$ cat config.mk
export PLATFORM = sky130hd
export DESIGN_NAME = rs232_rx_deframer
export DESIGN_NICKNAME = d
export VERILOG_FILES = /design/src/rtl/rs232_pkg.sv /design/src/rtl/rs232_baud_tick.sv /design/src/rtl/rs232_rx_deframer.sv
export SDC_FILE = /design/constraint.sdc
export NUM_CORES = 1
export LEC_CHECK = 0
export ABC_CLOCK_PERIOD_IN_PS = 4300
export CAP_MARGIN = 10
export CORE_MARGIN = 10
export CORE_UTILIZATION = 60
export DETAILED_ROUTE_END_ITERATION = 10
export PLACE_DENSITY = 0.87
export SLEW_MARGIN = 40
export SYNTH_ARGS = -nofsm -noshare
export SYNTH_HDL_FRONTEND = slang
export SYNTH_HIERARCHICAL = 1
export SYNTH_SLANG_ARGS = --single-unit
$ cat constraint.sdc
create_clock -name clk -period 4.3 [get_ports clk]
set_input_delay 0.43 -clock clk [delete_from_list [all_inputs] [get_ports clk]]
set_output_delay 0.43 -clock clk [all_outputs]
set_load 0.01 [all_outputs]
$ cat src/rtl/rs232_pkg.sv
// Shared RS-232 constants, FSM encoding and helpers for the receive and transmit paths.
package rs232_pkg;

   localparam int OS_DEFAULT = 16;
   localparam int DATA_BITS  = 8;

   typedef enum logic [2:0] {
      ST_IDLE  = 3'd0,
      ST_START = 3'd1,
      ST_DATA  = 3'd2,
      ST_STOP  = 3'd3,
      ST_BREAK = 3'd4
   } rs232_state_e;

   // Clocks per oversample tick, rounded to nearest and never below one.
   function automatic int rs232_div(input int clk_hz, input int baud, input int os);
      int d;
      d = (clk_hz + (baud * os) / 2) / (baud * os);
      if (d < 1) begin
         d = 1;
      end else begin
         d = d;
      end
      return d;
   endfunction

   function automatic logic maj3(input logic a, input logic b, input logic c);
      return (a & b) | (a & c) | (b & c);
   endfunction

endpackage

$ cat src/rtl/rs232_baud_tick.sv
// Oversample tick generator: modulo-DIV counter, restartable so a frame aligns to its start edge.
module rs232_baud_tick #(
   parameter int DIV = 1
) (
   input  logic clk,
   input  logic rst,
   input  logic restart,
   output logic tick
);

   localparam int CW = (DIV > 1) ? $clog2(DIV) : 1;
   localparam logic [CW-1:0] CNT_LAST = CW'(DIV - 1);

   logic [CW-1:0] cnt_r;

   assign tick = (cnt_r == CNT_LAST);

   // Free-running divider, forced back to zero on restart.
   always_ff @(posedge clk) begin
      if (rst || restart) begin
         cnt_r <= '0;
      end else if (cnt_r == CNT_LAST) begin
         cnt_r <= '0;
      end else begin
         cnt_r <= cnt_r + CW'(1);
      end
   end

endmodule

$ cat src/rtl/rs232_rx_deframer.sv
// 8N1 receive deframer: synchronizer, 3-sample majority vote per bit, one-entry valid/ready output.
module rs232_rx_deframer
   import rs232_pkg::*;
#(
   parameter int CLK_HZ = 25_000_000,
   parameter int BAUD   = 115_200,
   parameter int OS     = OS_DEFAULT
) (
   input  logic       clk,
   input  logic       rst,
   input  logic       rxd,
   output logic [7:0] rx_data,
   output logic       rx_valid,
   input  logic       rx_ready,
   output logic       frame_err,
   output logic       overrun,
   output logic       break_det,
   output logic       rx_idle
);

   localparam int DIV  = rs232_div(CLK_HZ, BAUD, OS);
   localparam int OS_W = $clog2(OS);
   localparam int BI_W = $clog2(DATA_BITS);
   localparam logic [OS_W-1:0] CNT_LAST = OS_W'(OS - 1);
   localparam logic [OS_W-1:0] SMP_A    = OS_W'(OS / 2 - 1);
   localparam logic [OS_W-1:0] SMP_B    = OS_W'(OS / 2);
   localparam logic [OS_W-1:0] SMP_C    = OS_W'(OS / 2 + 1);
   localparam logic [BI_W-1:0] BIT_LAST = BI_W'(DATA_BITS - 1);

   logic                 sync1_r;
   logic                 rxs_r;
   rs232_state_e         state_r;
   logic [OS_W-1:0]      os_cnt_r;
   logic [BI_W-1:0]      bit_idx_r;
   logic [DATA_BITS-1:0] shreg_r;
   logic                 smp_a_r;
   logic                 smp_b_r;
   logic [7:0]           data_r;
   logic                 valid_r;
   logic                 frame_err_r;
   logic                 overrun_r;
   logic                 break_r;
   logic                 idle_r;

   logic tick_s;
   logic start_s;
   logic vote_s;
   logic at_vote_s;
   logic at_end_s;
   logic active_s;

   assign start_s   = (state_r == ST_IDLE) && !rxs_r;
   assign active_s  = (state_r == ST_START) || (state_r == ST_DATA) || (state_r == ST_STOP);
   assign vote_s    = maj3(smp_a_r, smp_b_r, rxs_r);
   assign at_vote_s = tick_s && (os_cnt_r == SMP_C);
   assign at_end_s  = tick_s && (os_cnt_r == CNT_LAST);

   rs232_baud_tick #(
      .DIV (DIV)
   ) u_tick (
      .clk     (clk),
      .rst     (rst),
      .restart (start_s),
      .tick    (tick_s)
   );

   // Two-flop synchronizer; idles high so reset never looks like a start bit.
   always_ff @(posedge clk) begin
      if (rst) begin
         sync1_r <= 1'b1;
         rxs_r   <= 1'b1;
      end else begin
         sync1_r <= rxd;
         rxs_r   <= sync1_r;
      end
   end

   // Frame FSM, bit-phase counter, vote samples and the holding register.
   always_ff @(posedge clk) begin
      if (rst) begin
         state_r     <= ST_IDLE;
         os_cnt_r    <= '0;
         bit_idx_r   <= '0;
         shreg_r     <= '0;
         smp_a_r     <= 1'b1;
         smp_b_r     <= 1'b1;
         data_r      <= 8'h00;
         valid_r     <= 1'b0;
         frame_err_r <= 1'b0;
         overrun_r   <= 1'b0;
         break_r     <= 1'b0;
         idle_r      <= 1'b1;
      end else begin
         frame_err_r <= 1'b0;
         overrun_r   <= 1'b0;
         if (valid_r && rx_ready) begin
            valid_r <= 1'b0;
         end
         if (tick_s && active_s) begin
            os_cnt_r <= (os_cnt_r == CNT_LAST) ? '0 : os_cnt_r + OS_W'(1);
            if (os_cnt_r == SMP_A) begin
               smp_a_r <= rxs_r;
            end
            if (os_cnt_r == SMP_B) begin
               smp_b_r <= rxs_r;
            end
         end
         case (state_r)
            ST_IDLE: begin
               if (!rxs_r) begin
                  state_r  <= ST_START;
                  os_cnt_r <= '0;
                  idle_r   <= 1'b0;
               end
            end
            ST_START: begin
               if (at_vote_s && vote_s) begin
                  state_r <= ST_IDLE;
                  idle_r  <= 1'b1;
               end else if (at_end_s) begin
                  state_r   <= ST_DATA;
                  bit_idx_r <= '0;
               end
            end
            ST_DATA: begin
               if (at_vote_s) begin
                  shreg_r <= {vote_s, shreg_r[DATA_BITS-1:1]};
               end
               if (at_end_s) begin
                  if (bit_idx_r == BIT_LAST) begin
                     state_r <= ST_STOP;
                  end else begin
                     bit_idx_r <= bit_idx_r + BI_W'(1);
                  end
               end
            end
            ST_STOP: begin
               // Decide mid stop bit so a following start edge is never missed.
               if (at_vote_s) begin
                  if (vote_s) begin
                     state_r <= ST_IDLE;
                     idle_r  <= 1'b1;
                     if (!valid_r || rx_ready) begin
                        data_r  <= shreg_r;
                        valid_r <= 1'b1;
                     end else begin
                        overrun_r <= 1'b1;
                     end
                  end else begin
                     frame_err_r <= 1'b1;
                     if (shreg_r == '0) begin
                        state_r <= ST_BREAK;
                        break_r <= 1'b1;
                     end else begin
                        state_r <= ST_IDLE;
                        idle_r  <= 1'b1;
                     end
                  end
               end
            end
            ST_BREAK: begin
               if (rxs_r) begin
                  state_r <= ST_IDLE;
                  break_r <= 1'b0;
                  idle_r  <= 1'b1;
               end
            end
            default: begin
               state_r <= ST_IDLE;
               break_r <= 1'b0;
               idle_r  <= 1'b1;
            end
         endcase
      end
   end

   assign rx_data   = data_r;
   assign rx_valid  = valid_r;
   assign frame_err = frame_err_r;
   assign overrun   = overrun_r;
   assign break_det = break_r;
   assign rx_idle   = idle_r;

endmodule

### Cell classes on the final placement

Scale bar: 20 µm. Fill, decap, tap and diode cells in gray.
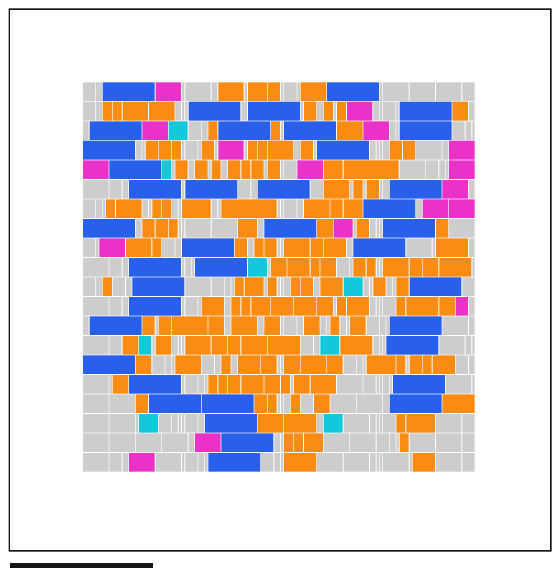
- magenta: other buffers and delay cells (cells 17; share of their area 8.2%)
- blue: flops (cells 39; share of their area 39%)
- orange: combinational and other logic (cells 148; share of their area 50%)
- cyan: clock drivers and dummy loads (cells 8; share of their area 2.7%)

### Routing congestion map

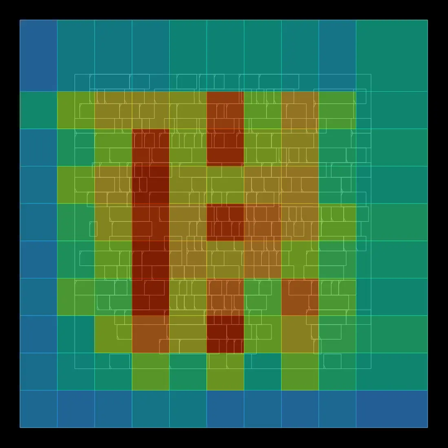
gr usage total: 14.1%
met1 Resource Use GR: 15.1%
GR peak layer: met2
Global Route met3 Usage: 3.65%
met2 usage: 24.8%

### Cell area per tile

8 x 8 tiles, from black (low) to pale yellow (high), 0 to 100% covered.
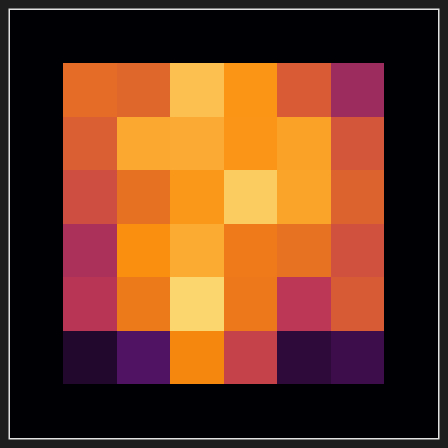
- mean over tiles: 35%
- tiles over 75% full: 19%
- nearly empty tiles: 44%
- fullest tile: 91%
- densest ninth of the die: center
floorplan-stage core utilization: 61.6%
post-layout util: 68.2%

### Register map, names as in the netlist

Scale bar: 20 µm. Other sequential cells in the stronger gray, the rest of the logic in the fainter gray.
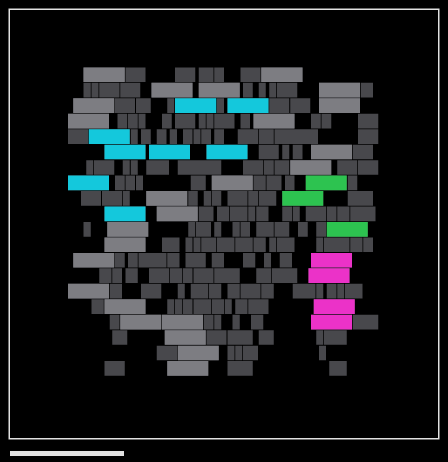
- magenta: u_tick/cnt_r (sequential cells 4)
- cyan: shreg_r (sequential cells 8)
- green: bit_idx_r (sequential cells 3)
- not colored: 24

==> results.toml <==
# generated from flow reports
[status]
status = "complete, no violations"

[synth]
yosysMostFrequentCell = "dfxtp_1"
synth.area.top_cells = "dfxtp_1 (43%), mux2i_1 (6.5%), ha_1 (4.8%), a21oi_1 (4.4%), nor2_1 (4.3%)"
top_cell_area_share_pct = 42.5
synth_flops = 39
seq_area_frac_synth_pct = 42.5
synthTopCellsByCount = "dfxtp_1 (39), nor2_1 (21), a21oi_1 (16), nand2_1 (16), nand3_1 (13)"
netlist_instances = 199

[timing]
rsz0062_at_grt = "false"
clock-skew-final_ps = 18.0
slew-limit-headroom_pct = 56.1
drv_slew = 0
finalHoldViolCount = 0
fin_crit_ps = 2160
fmax_mhz = 463

[placement]
dp_cells = 237
dp_hpwl_mm = 2.70
place_congestion = 0.874

[die]
die_area_mm2 = 0.00567

[hold_path]
hp-class = "register to register"
hold_start = "sync1_r$_SDFF_PP1_"

[worst_setup_path]
startpoint_type = "register"
slowest_delay_ps = 630
crit_chain = "ha_1, and3_4, and4b_1, a311o_1, a311oi_1, a41o_1"

[cells_and_area]
fillers = 241
final_cells = 245
n_antenna_cell = 0

[route]
ant_nets = 0
drt-vias-per-instance = 5.96
drtPass1Iterations = 5

[grt]
grt-ovfl-total = 0

[cts]
cts.sink_count = 39
clockBufferDepth = 2

[power_and_ir_drop]
peakVddDrop_mv = 0.223
-- cell families (layout without fill, tap and decap cells) --
| group | Yosys count | after routing | synth area share [%] |
|---|---|---|---|
| buffers and inverters | 16 | 29 | 4.29 |
| AND-OR/OR-AND | 29 | 29 | 10.9 |
| XOR/XNOR | 5 | 5 | 2.39 |
| flip-flops | 39 | 39 | 42.5 |
| adder cells (fa/ha/maj) | 8 | 8 | 5.52 |
| AND/OR/NAND/NOR | 90 | 90 | 27.8 |
| multiplexers | 12 | 12 | 6.54 |
-- registers in the layout, indices dropped and copies added (netlist names), 3 cells and up --
name	cells
u_tick/cnt_r	4
state_r	3
bit_idx_r	3
os_cnt_r	4
shreg_r	8
rx_data	8
-- power by group --
part           total [mW]  internal [mW]  switching, mW
sequential          0.385          0.369         0.0165
combinational      0.0529         0.0245         0.0284
clock               0.186         0.0631          0.122
total               0.624          0.456          0.167
-- critical path, delay by kind of cell (launching register included) --
family | cells | cell delay, ps
and+or+nand+nor | 2 | 840
DFF | 1 | 410
adders and majority gates | 1 | 190
AOI/OAI and AO/OA | 3 | 640
-- layer usage --
metal  global-route usage, %  up-vias  share of wire, %
met2                    24.8       42                49
met1                    15.1      682                44
met3                    3.65        7               4.7
met4                    7.22        0               2.0
li1                        -      730                 -
met5                       0        -                 0
-- area by class of cell --
class                           instances  area [µm²]  share of cell area, %
Multi-Input combinational cell        144         976                   48.1
Sequential cell                        39         781                   38.5
Timing Repair Buffer                   17         163                   8.01
Clock buffer                            6        41.3                   2.03
Tap cell                               33        41.3                   2.03
Inverter                                4        15.0                  0.740
Clock inverter                          2        12.5                  0.617
Power is estimated from default activity; no workload was simulated.
